==> src/rtl/alu_exc_if.sv <==
// Bundle of signals between the ALU/control unit and alu_exception_unit.
// master = pipeline/control side, slave = the exception unit.
interface alu_exc_if #(
  parameter int PC_WIDTH = 32
);
  logic [7:0]          ALU_status_in;
  logic                status_valid;
  logic [PC_WIDTH-1:0] instr_pc;
  logic                en_we;
  logic [7:0]          en_wdata;
  logic                sticky_clr;
  logic                exc_ack;

  logic [7:0]          status_reg;
  logic [7:0]          sticky_flags;
  logic [7:0]          exc_en;
  logic                exc_req;
  logic [2:0]          exc_cause;
  logic [PC_WIDTH-1:0] epc;
  logic                stall;
  logic                flush;
  logic [7:0]          exc_count;

  modport master (
    output ALU_status_in, status_valid, instr_pc, en_we, en_wdata, sticky_clr, exc_ack,
    input  status_reg, sticky_flags, exc_en, exc_req, exc_cause, epc, stall, flush, exc_count
  );

  modport slave (
    input  ALU_status_in, status_valid, instr_pc, en_we, en_wdata, sticky_clr, exc_ack,
    output status_reg, sticky_flags, exc_en, exc_req, exc_cause, epc, stall, flush, exc_count
  );
endinterface

==> src/rtl/alu_exception_unit.sv <==
// Samples retiring ALU status, keeps last/sticky flags and turns enabled error
// flags into a prioritised exception request with EPC, stall and flush.
module alu_exception_unit #(
  parameter int          PC_WIDTH = 32,
  parameter logic [7:0]  EN_RESET = 8'b0100_1100
) (
  input  logic     clk,
  input  logic     rst_n,
  alu_exc_if.slave bus
);

  localparam logic [7:0] STATUS_MASK = 8'hFC;

  localparam logic [2:0] CAUSE_NONE = 3'd0;
  localparam logic [2:0] CAUSE_OVF  = 3'd1;
  localparam logic [2:0] CAUSE_ADDR = 3'd2;
  localparam logic [2:0] CAUSE_DIV  = 3'd3;

  typedef enum logic [1:0] {
    S_IDLE    = 2'd0,
    S_PENDING = 2'd1,
    S_FLUSH   = 2'd2
  } state_t;

  state_t              r_state;
  logic [7:0]          r_status;
  logic [7:0]          r_sticky;
  logic [7:0]          r_exc_en;
  logic                r_exc_req;
  logic [2:0]          r_exc_cause;
  logic [PC_WIDTH-1:0] r_epc;
  logic                r_stall;
  logic                r_flush;
  logic [7:0]          r_exc_count;

  logic [7:0] w_status_masked;
  logic       w_accept;
  logic       w_err_ovf;
  logic       w_err_addr;
  logic       w_err_div;
  logic       w_err_any;
  logic [2:0] w_cause;

  assign w_status_masked = bus.ALU_status_in & STATUS_MASK;
  assign w_accept        = (r_state == S_IDLE) && bus.status_valid;

  // Error detection uses the registered mask, so a same-cycle en_we sees the old mask.
  assign w_err_ovf  = bus.ALU_status_in[6] & r_exc_en[6];
  assign w_err_addr = bus.ALU_status_in[3] & r_exc_en[3];
  assign w_err_div  = bus.ALU_status_in[2] & r_exc_en[2];
  assign w_err_any  = w_err_ovf | w_err_addr | w_err_div;

  always_comb begin
    w_cause = CAUSE_NONE;
    if (w_err_addr)     w_cause = CAUSE_ADDR;
    else if (w_err_div) w_cause = CAUSE_DIV;
    else if (w_err_ovf) w_cause = CAUSE_OVF;
  end

  always_ff @(posedge clk or negedge rst_n) begin
    if (!rst_n) begin
      r_state     <= S_IDLE;
      r_status    <= 8'h00;
      r_sticky    <= 8'h00;
      r_exc_en    <= EN_RESET;
      r_exc_req   <= 1'b0;
      r_exc_cause <= CAUSE_NONE;
      r_epc       <= '0;
      r_stall     <= 1'b0;
      r_flush     <= 1'b0;
      r_exc_count <= 8'h00;
    end else begin
      if (bus.en_we) begin
        r_exc_en <= bus.en_wdata & STATUS_MASK;
      end

      // Clear takes effect before the OR of a coincident accepted status.
      if (bus.sticky_clr) begin
        r_sticky <= w_accept ? w_status_masked : 8'h00;
      end else if (w_accept) begin
        r_sticky <= r_sticky | w_status_masked;
      end

      case (r_state)
        S_IDLE: begin
          r_flush <= 1'b0;
          if (w_accept) begin
            r_status <= w_status_masked;
            if (w_err_any) begin
              r_epc       <= bus.instr_pc;
              r_exc_cause <= w_cause;
              r_exc_req   <= 1'b1;
              r_stall     <= 1'b1;
              r_state     <= S_PENDING;
            end
          end
        end

        S_PENDING: begin
          if (bus.exc_ack) begin
            r_exc_req <= 1'b0;
            r_flush   <= 1'b1;
            r_state   <= S_FLUSH;
          end
        end

        S_FLUSH: begin
          r_flush     <= 1'b0;
          r_stall     <= 1'b0;
          r_exc_cause <= CAUSE_NONE;
          if (r_exc_count != 8'hFF) begin
            r_exc_count <= r_exc_count + 8'd1;
          end
          r_state <= S_IDLE;
        end

        default: begin
          r_state     <= S_IDLE;
          r_exc_req   <= 1'b0;
          r_stall     <= 1'b0;
          r_flush     <= 1'b0;
          r_exc_cause <= CAUSE_NONE;
        end
      endcase
    end
  end

  assign bus.status_reg   = r_status;
  assign bus.sticky_flags = r_sticky;
  assign bus.exc_en       = r_exc_en;
  assign bus.exc_req      = r_exc_req;
  assign bus.exc_cause    = r_exc_cause;
  assign bus.epc          = r_epc;
  assign bus.stall        = r_stall;
  assign bus.flush        = r_flush;
  assign bus.exc_count    = r_exc_count;

endmodule

==> src/flat_wrapper.sv <==
// flat-port wrapper written by rule: the top's interface ports become plain ports
module alu_exception_unit_flat 
#(
  parameter int          PC_WIDTH = 32,
  parameter logic [7:0]  EN_RESET = 8'b0100_1100
)
  (clk, rst_n, bus_ALU_status_in, bus_status_valid, bus_instr_pc, bus_en_we, bus_en_wdata, bus_sticky_clr, bus_exc_ack, bus_status_reg, bus_sticky_flags, bus_exc_en, bus_exc_req, bus_exc_cause, bus_epc, bus_stall, bus_flush, bus_exc_count);
  alu_exc_if #(.PC_WIDTH(PC_WIDTH)) bus_i ();
  input  logic clk;
  input  logic rst_n;
  input wire logic [$bits(bus_i.ALU_status_in)-1:0] bus_ALU_status_in;
  input wire logic [$bits(bus_i.status_valid)-1:0] bus_status_valid;
  input wire logic [$bits(bus_i.instr_pc)-1:0] bus_instr_pc;
  input wire logic [$bits(bus_i.en_we)-1:0] bus_en_we;
  input wire logic [$bits(bus_i.en_wdata)-1:0] bus_en_wdata;
  input wire logic [$bits(bus_i.sticky_clr)-1:0] bus_sticky_clr;
  input wire logic [$bits(bus_i.exc_ack)-1:0] bus_exc_ack;
  output wire logic [$bits(bus_i.status_reg)-1:0] bus_status_reg;
  output wire logic [$bits(bus_i.sticky_flags)-1:0] bus_sticky_flags;
  output wire logic [$bits(bus_i.exc_en)-1:0] bus_exc_en;
  output wire logic [$bits(bus_i.exc_req)-1:0] bus_exc_req;
  output wire logic [$bits(bus_i.exc_cause)-1:0] bus_exc_cause;
  output wire logic [$bits(bus_i.epc)-1:0] bus_epc;
  output wire logic [$bits(bus_i.stall)-1:0] bus_stall;
  output wire logic [$bits(bus_i.flush)-1:0] bus_flush;
  output wire logic [$bits(bus_i.exc_count)-1:0] bus_exc_count;
  assign bus_i.ALU_status_in = bus_ALU_status_in;
  assign bus_i.status_valid = bus_status_valid;
  assign bus_i.instr_pc = bus_instr_pc;
  assign bus_i.en_we = bus_en_we;
  assign bus_i.en_wdata = bus_en_wdata;
  assign bus_i.sticky_clr = bus_sticky_clr;
  assign bus_i.exc_ack = bus_exc_ack;
  assign bus_status_reg = bus_i.status_reg;
  assign bus_sticky_flags = bus_i.sticky_flags;
  assign bus_exc_en = bus_i.exc_en;
  assign bus_exc_req = bus_i.exc_req;
  assign bus_exc_cause = bus_i.exc_cause;
  assign bus_epc = bus_i.epc;
  assign bus_stall = bus_i.stall;
  assign bus_flush = bus_i.flush;
  assign bus_exc_count = bus_i.exc_count;
  alu_exception_unit #(.PC_WIDTH(PC_WIDTH), .EN_RESET(EN_RESET)) u_core (.clk(clk), .rst_n(rst_n), .bus(bus_i));
endmodule
==> config.mk <==
export PLATFORM = sky130hd
export DESIGN_NAME = alu_exception_unit_flat
export DESIGN_NICKNAME = d
export VERILOG_FILES = /design/src/rtl/alu_exc_if.sv /design/src/rtl/alu_exception_unit.sv /design/src/flat_wrapper.sv
export SDC_FILE = /design/constraint.sdc
export NUM_CORES = 1
export LEC_CHECK = 0
export CAP_MARGIN = 20
export CORE_AREA = 5 5 112 72
export CTS_CLUSTER_DIAMETER = 200
export DETAILED_ROUTE_END_ITERATION = 10
export DIE_AREA = 0 0 117 77
export PLACE_DENSITY_LB_ADDON = 0.15
export SYNTH_ARGS = -nofsm -noshare
export SYNTH_HDL_FRONTEND = slang
export SYNTH_SLANG_ARGS = --single-unit
==> constraint.sdc <==
create_clock -name clk -period 1.9 [get_ports clk]
set_input_delay 0.57 -clock clk [delete_from_list [all_inputs] [get_ports clk]]
set_output_delay 0.57 -clock clk [all_outputs]
set_load 0.01 [all_outputs]
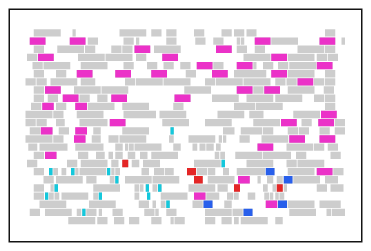
Run 1: gate families picked out
(3 px per um)
colour	family	cells
red	and/or cells	5
blue	xor and xnor cells	5
cyan	inv cells	14
magenta	mux cells	41
most common library cell in the layout ignoring fill and taps: clkdlybuf4s50_1
combinational share of cell area: 22.5%
final non-filler cell total: 419

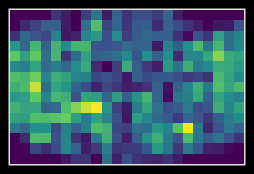
Run 1: wiring heat map
(2 px per um) The die is cut into 23 by 15 equal tiles; dark purple is low, yellow is high, scaled to the fullest tile. Values are wire area over tile area, all layers added.
nearly empty tiles	9.0%
tiles over half the peak	26%
fullest tile	0.34
mean over tiles	0.12
densest ninth of the die	left middle

==> impl_metrics.yaml, run 1 <==
# physical design summary
critical_path:
  critical-path-top-delay-family: "buffers and inverters"
  r2r_slack_ns: 0.23
  worst_path_largest_cell_delay_ns: 0.56
  sequence_of_cells_on_the_critical_path: "clkdlybuf4s50_1"
  worst-endpoint-arrival_ns: 1.29
  worstReg2RegStart: "u_core.bus.exc_en[6]"
  worst-r2r-cell-count: 5
finish:
  postLayoutCellArea_sq_mm: 0.00435
  antennaDiodeCount: 0
  finalNetCount: 378
  filler_cell_count: 582
  largest_register_ffs: 32
drt:
  via_per_inst: 4.46
  routedWlPerCell_um: 15.2
  routed_vias: 1870
floorplan:
  fp_util_pct: 39.2
  die_extent_in_x_um: 117
  top_level_ports: 124
  rows: 24
  coreArea_sq_mm: 0.00697
clock_tree:
  ctsLongestPathBuffers: 2
  clkLatencyLatePin_ns: 0.32
  cts-buffers-inserted: 9
  worst_setup_hold_path_clk_slew_ns: 0.05
  cts_hold_repair.buffers: 0
  tritoncts_clock_tree: "built"
placed_design:
  gpl.final_weighted_congestion: 0.790
timing:
  finalMaxSlewViolations: 0
  post_route_clock_period_utilization_pct: 97.9
  timing.clock.skew_ns: 0.00414
  hold_violations: 0
synthesis:
  syn_inst: 196
  yosys_warning_count: 0
  synth_chip_area_sq_mm: 0.00273
global_routing:
  initial_antenna_violation_count: 0
  grt_pass1_vias: 1998
  grt_overflow: 0
outcome:
  status: "finished, final reports clean"
pwr:
  power.density_cell_area_mw_per_mm2: 1380
min_path:
  holdCritPathClass: "input pin to async pin"
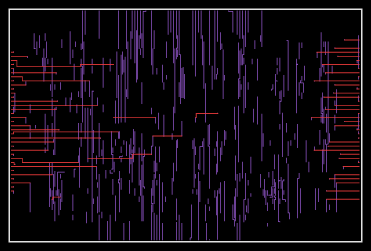
Run 1: metal layers overlaid
(3 px per um) Only two layers are drawn.
colour	layer	wire length
red	M3	663 um
purple	M2	2650 um

==> run 1: stage by stage <==
step	util, %	setup slack, ns	hold slack (ns)
6_report	62.4	0.0399	0.252
2_1_floorplan	-	0.295	0.274
4_1_cts	62.0	0.0183	0.274
5_1_grt	62.4	0.0000273	0.286
3_5_place_dp	57.2	-0.312	0.491
3_3_place_gp	57.2	-0.291	0.490
==> run 1: synth_stat cells <==
cell type	count	share of area [%]
nor3b_1	1	0.28
and3b_1	1	0.32
dfrtp_1	62	57
nand2_1	9	1.2
nor3_1	2	0.37
o21ai_0	15	2.7
conb_1	1	0.14
nor2_1	5	0.69
nor2_4	1	0.41
nand2b_1	1	0.23
and2_1	2	0.46
buf_2	2	0.37
and2b_2	1	0.32
nand4_1	3	0.69
a22oi_1	1	0.28
mux2_4	30	16
nand3_1	4	0.73
buf_4	7	1.9
inv_1	14	1.9
a211oi_1	1	0.28
mux2_2	11	4.5
a21o_1	1	0.28
and3_1	1	0.23
dfstp_2	3	2.9
o21ai_4	1	0.60
clkbuf_1	1	0.14
xnor2_1	2	0.64
buf_6	3	1.2
xor2_1	3	0.96
nor2b_1	2	0.46
a21oi_1	3	0.55
a22o_1	1	0.32
ha_1	1	0.46
==> run 1: report_power, final <==
group          leakage [nW]  switching, mW  internal [mW]  total [mW]
sequential            0.781          0.297           1.85        2.14
combinational          1.05          0.721           1.36        2.08
clock                 0.155          0.565           1.22        1.78
==> run 1: per-layer routing <==
metal	vias to the layer above	routed length (um)	GRT usage [%]
met3	2	663	7.87
met1	885	3030	19.2
met5	-	0	0
met4	0	17	3.44
li1	904	-	-
met2	79	2650	19.7
==> run 1: area by class of cell <==
class	count	area, sq um	share of cell area (%)
tap	91	114	2.62
timing repair buffer	123	1240	28.5
multi-input combinational	110	980	22.5
clock buffer	12	256	5.90
sequential	65	1630	37.5
inverter	14	52.6	1.21
clock inverter	4	75.1	1.73
==> run 1: cell families after synthesis <==
group           after synthesis  share of synthesized area, %
compound gates               23                          5.04
xor+xnor                      5                          1.60
fa+ha+maj                     1                         0.458
buf+inv                      27                          5.59
flops                        65                          59.7
mux                          41                          21.0
other cells                   1                         0.137
simple gates                 33                          6.42
==> run 1: how the worst max path moves through the flow <==
stage                     slack (ns)                       end  cells past startpoint               startpoint
final                           0.04          bus_exc_count[6]                      1  u_core.bus.exc_count[6]
after global routing         0.00003        u_core.bus.epc[28]                      6     bus_ALU_status_in[6]
after CTS                       0.02        u_core.bus.epc[28]                      6     bus_ALU_status_in[6]
after detailed placement       -0.31        u_core.bus.epc[28]                      6     bus_ALU_status_in[3]
after global placement         -0.29  u_core.bus.status_reg[6]                      5         bus_status_valid
after floorplan                 0.30         u_core.bus.epc[0]                      5     bus_ALU_status_in[3]
==> run 1: repair_timing <==
item / CTS / global route
buffers inserted: 0 / 2
resized: 5 / 6
setup endpoints to repair: 5 / 18
==> run 2: changes to the inputs <==
--- a/config.mk
+++ b/config.mk
@@ -6,10 +6,11 @@
 export NUM_CORES = 1
 export LEC_CHECK = 0
 export CAP_MARGIN = 20
-export CORE_AREA = 5 5 112 72
+export CORE_AREA = 5 5 107 69
 export CTS_CLUSTER_DIAMETER = 200
+export CTS_CLUSTER_SIZE = 10
 export DETAILED_ROUTE_END_ITERATION = 10
-export DIE_AREA = 0 0 117 77
+export DIE_AREA = 0 0 112 74
 export PLACE_DENSITY_LB_ADDON = 0.15
 export SYNTH_ARGS = -nofsm -noshare
 export SYNTH_HDL_FRONTEND = slang
==> constraint.sdc (replaced) <==
create_clock -name clk -period 2.2 [get_ports clk]
set_input_delay 0.66 -clock clk [delete_from_list [all_inputs] [get_ports clk]]
set_output_delay 0.66 -clock clk [all_outputs]
set_load 0.01 [all_outputs]
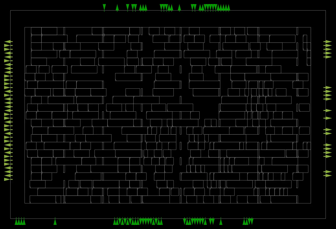
Run 2: cell outlines without signal wires
count of flip-flops and latches: 65
fraction of area in registers: 38.7%
final non-filler cell total: 413
CORE AREA: 0.00636 sq mm
filler cell count in the final layout: 501

==> run 2 against run 1 <==
Core utilization grew 3.8 points. Global-route usage is 1.1 points higher. Clock power shrank 35%. Routed wire length shrank 4.7%. Register-to-register slack improved by 0.33 ns. Synthesized cell count unchanged. Power shrank 20%. Sequential cell count is the same.
==> impl_metrics.yaml, run 2 <==
# physical design summary
floorplan:
  fp_util_pct: 42.9
  top_level_ports: 124
  die_extent_in_x_um: 112
  rows: 23
synthesis:
  ff_type: "dfrtp_1"
  yosys_warning_count: 0
  synth.area.top_cells: "dfrtp_1 (57%), mux2_4 (16%), mux2_2 (4.5%)"
  synth.top_cells.by_count: "dfrtp_1 (62), mux2_4 (30), o21ai_0 (15)"
  synth_top_cell_by_area: "dfrtp_1"
  syn_inst: 196
  post-synth-top-area-fraction_pct: 56.8
critical_path:
  worst_path_largest_cell_delay_ns: 0.56
  sequence_of_cells_on_the_critical_path: "clkdlybuf4s50_1"
  critical-path-top-delay-family: "flip-flops"
  r2r_slack_ns: 0.56
  worstReg2RegStart: "u_core.bus.exc_en[6]"
  worst-endpoint-arrival_ns: 1.44
drt:
  routedWlPerCell_um: 14.7
  via_per_inst: 4.54
global_routing:
  initial_antenna_violation_count: 0
  grt_overflow: 0
  grt_pass1_vias: 1974
timing:
  hold_violations: 0
  finalMaxSlewViolations: 0
  tns_ns: 0
  timing.clock.skew_ns: 0.00709
clock_tree:
  postCtsSetupBuffers: 0
  tritoncts_clock_tree: "built"
  post_cts.resized_instances: 0
  ctsLongestPathBuffers: 2
  clkLatencyLatePin_ns: 0.33
  cts-buffers-inserted: 9
min_path:
  holdCritPathClass: "input pin to async pin"
finish:
  mostFrequentLayoutCell: "clkdlybuf4s50_1"
  postLayoutCellArea_sq_mm: 0.00421
  largest_register_ffs: 32
  finalNetCount: 376
  antennaDiodeCount: 0
outcome:
  status: "finished, final reports clean"
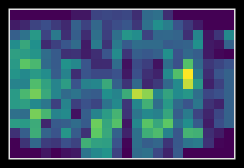
Run 2: wiring heat map
(2 px per um) The die is cut into 22 by 15 equal tiles; dark purple is low, yellow is high, scaled to the fullest tile. Values are wire area over tile area, all layers added.
emptiest ninth of the die	top right
fullest tile	0.39
densest ninth of the die	left middle
tiles over half the peak	19%
Final Routed Wirelength: 6070 um
routed vias: 1873

==> run 2: area by class of cell <==
| type | count | area [sq um] | share of cell area [%] |
|---|---|---|---|
| Sequential cell | 65 | 1630 | 38.7 |
| Tap cell | 87 | 109 | 2.58 |
| Timing Repair Buffer | 121 | 1220 | 29.0 |
| Clock inverter | 4 | 75.1 | 1.78 |
| Clock buffer | 12 | 155 | 3.68 |
| Multi-Input combinational cell | 110 | 970 | 23.0 |
| Inverter | 14 | 52.6 | 1.25 |
==> run 2: cell families (layout without fill, tap and decap cells) <==
group	Yosys count	in the layout	share of synthesized area, %
adders and majority gates	1	1	0.458
DFF	65	65	59.7
xor gates and xnor gates	5	5	1.60
muxes	41	41	21.0
other	1	7	0.137
AOI/OAI and AO/OA	23	23	5.04
buffers and inverters	27	151	5.59
and+or+nand+nor	33	33	6.42
==> run 2: stage by stage <==
step	instances	power [mW]	setup WS (ns)	hold slack, ns	utilization, %
finish	413	4.78	0.104	0.247	66.2
detailed placement	397	3.66	-0.0658	0.491	62.6
global placement	397	3.64	-0.0368	0.490	62.6
floorplan	202	2.63	0.505	0.364	-
CTS	413	4.86	0.0855	0.239	66.2
global route	413	5.06	0.0548	0.254	66.2
==> run 2: how the worst max path moves through the flow <==
stage                               from                       end  slack, ns  cells past startpoint
floorplan           bus_ALU_status_in[3]         u_core.bus.epc[0]       0.51                      5
global placement    bus_ALU_status_in[3]        u_core.bus.epc[28]      -0.04                      6
detailed placement      bus_status_valid  u_core.bus.status_reg[2]      -0.07                      4
CTS                 u_core.bus.exc_en[6]             bus_exc_en[6]       0.09                      1
global route        u_core.bus.exc_en[6]             bus_exc_en[6]       0.05                      1
finish              u_core.bus.exc_en[6]             bus_exc_en[6]       0.10                      1
==> run 2: metal layers <==
metal  vias up  share of wire [%]  global-route usage, %
met5         -                  0                      0
met4         0                1.2                   6.40
met3         8                 10                   7.89
met2        79                 44                   22.1
met1       882                 44                   19.6
li1        904                  -                      -
==> run 2: worst reg2reg max path: stages (launching register included) <==
cell and delay (ns):
dfstp_2 0.56, a22o_1 0.21, o21ai_4 0.08, nor2_4 0.15
buf_12 0.21, mux2_4 0.32
==> run 2: power breakdown <==
part | total, mW | switching (mW) | internal (mW) | leakage [nW]
clock | 1.15 | 0.447 | 0.700 | 0.109
combinational | 1.79 | 0.619 | 1.17 | 0.972
sequential | 1.85 | 0.261 | 1.59 | 0.784
==> run 3: changes to the inputs <==
--- a/config.mk
+++ b/config.mk
@@ -6,12 +6,13 @@
 export NUM_CORES = 1
 export LEC_CHECK = 0
 export CAP_MARGIN = 20
-export CORE_AREA = 5 5 107 69
+export CORE_AREA = 2 2 104 66
 export CTS_CLUSTER_DIAMETER = 200
 export CTS_CLUSTER_SIZE = 10
 export DETAILED_ROUTE_END_ITERATION = 10
-export DIE_AREA = 0 0 112 74
+export DIE_AREA = 0 0 106 68
 export PLACE_DENSITY_LB_ADDON = 0.15
+export SKIP_CTS_REPAIR_TIMING = 1
 export SYNTH_ARGS = -nofsm -noshare
 export SYNTH_HDL_FRONTEND = slang
 export SYNTH_SLANG_ARGS = --single-unit
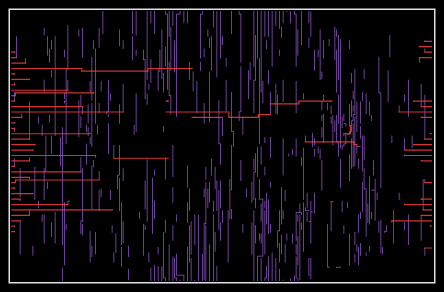
Run 3: metal layers overlaid
(4 px per um) Only two layers are drawn.
overall global routing resource usage: 16.8%
Final Routed Wirelength: 5740 um
final routed wire length divided by cell count: 13.8 um
routed vias: 1871

==> run 3 against run 2 <==
Non-clock buffer count up 2. Sequential share of layout area down 0.32 points. Clock skew is 0.0032 ns higher. Routed wire length down 5.4%. Maximum frequency grew 0.32%. Critical endpoint unchanged.
==> impl_metrics.yaml, run 3 <==
# physical design summary
drt:
  via_per_inst: 4.51
  initial_drc_count: 41
timing:
  timing.clock.skew_ns: 0.0103
  finalMaxSlewViolations: 0
  hold_violations: 0
synthesis:
  syn_inst: 196
  ff_type: "dfrtp_1"
  synth_top_cell_by_area: "dfrtp_1"
  synth.area.top_cells: "dfrtp_1 (57%), mux2_4 (16%), mux2_2 (4.5%)"
  post-synth-top-area-fraction_pct: 56.8
min_path:
  holdCritPathClass: "input pin to async pin"
critical_path:
  cp-startpoint: "u_core.bus.exc_en[6]"
  sequence_of_cells_on_the_critical_path: "clkdlybuf4s50_1"
  required_ns: 1.54
  worst-endpoint-arrival_ns: 1.43
  r2r_slack_ns: 0.57
  critical-path-top-delay-family: "flip-flops"
clock_tree:
  clkLatencyLatePin_ns: 0.33
  cts-buffers-inserted: 9
  tritoncts_clock_tree: "built"
  ctsLongestPathBuffers: 2
pwr:
  power_mw: 4.93
placed_design:
  placedCellCount: 399
floorplan:
  die_extent_in_x_um: 106
  fp.dieArea_sq_mm: 0.00721
  fp_util_pct: 42.9
  rows: 23
  top_level_ports: 124
  coreArea_sq_mm: 0.00636
global_routing:
  grt_overflow: 0
  initial_antenna_violation_count: 0
  grt_pass1_vias: 1908
finish:
  mostFrequentLayoutCell: "clkdlybuf4s50_1"
  final_cells: 415
  filler_cell_count: 479
  postLayoutCellArea_sq_mm: 0.00425
  finalNetCount: 378
outcome:
  status: "finished, final reports clean"
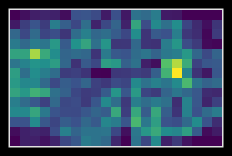
Run 3: wiring heat map
(2 px per um) The die is cut into 21 by 14 equal tiles; dark purple is low, yellow is high, scaled to the fullest tile. Values are wire area over tile area, all layers added.
emptiest ninth of the die	top right
tiles over half the peak	13%
nearly empty tiles	4.8%

-- run 3: cell counts after synthesis --
Identical to the previous run, type by type.
-- run 3: cells by family (layout without fill, tap and decap cells) --
family | after synthesis | count (layout) | synth area share, %
DFF | 65 | 65 | 59.7
muxes | 41 | 41 | 21.0
and+or+nand+nor | 33 | 33 | 6.42
buffers and inverters | 27 | 153 | 5.59
AOI/OAI and AO/OA | 23 | 23 | 5.04
xor gates and xnor gates | 5 | 5 | 1.60
adders and majority gates | 1 | 1 | 0.458
other | 1 | 7 | 0.137
-- run 3: worst max-delay path by stage --
stage / endpoint / cells past startpoint
final: bus_exc_en[6] / 1
after global routing: bus_exc_en[6] / 1
after CTS: bus_exc_en[6] / 1
after detailed placement: u_core.bus.epc[22] / 6
after global placement: u_core.bus.epc[0] / 6
after floorplan: u_core.bus.epc[0] / 5
-- run 3: metal layers --
metal	vias to the layer above	wire length (um)	GRT usage (%)
met2	68	2400	23.5
met1	900	2830	23.5
met4	0	51	5.59
met5	-	0	0
met3	7	461	7.05
li1	896	-	-
-- run 3: cell type report --
type	instances	area (sq um)	share of cell area [%]
Timing Repair Buffer	123	1220	28.8
Clock buffer	12	165	3.89
Sequential cell	65	1630	38.4
Inverter	14	52.6	1.24
Tap cell	87	109	2.56
Clock inverter	4	97.6	2.30
Multi-Input combinational cell	110	970	22.8
-- run 3: power by group --
part | total (mW) | switching [mW] | internal, mW
clock network | 1.30 | 0.454 | 0.847
registers | 1.86 | 0.269 | 1.59
logic | 1.77 | 0.600 | 1.17
-- run 3: metrics by stage --
step	utilization, %	hold slack, ns	TNS, ns	setup slack [ns]
6_report	66.8	0.338	0	0.110
5_1_grt	66.8	0.354	0	0.0691
4_1_cts	66.8	0.335	0	0.0834
3_5_place_dp	62.7	0.491	-1.18	-0.0488
3_3_place_gp	62.7	0.492	-1.03	-0.0431
2_1_floorplan	-	0.364	0	0.505
-- run 3: worst reg2reg max path: stages, from the launching register on --
cell	delay (ns)
dfstp_2	0.56
a22o_1	0.21
o21ai_4	0.08
nor2_4	0.14
buf_4	0.22
mux2_4	0.31
Power is estimated from default activity; no workload was simulated.
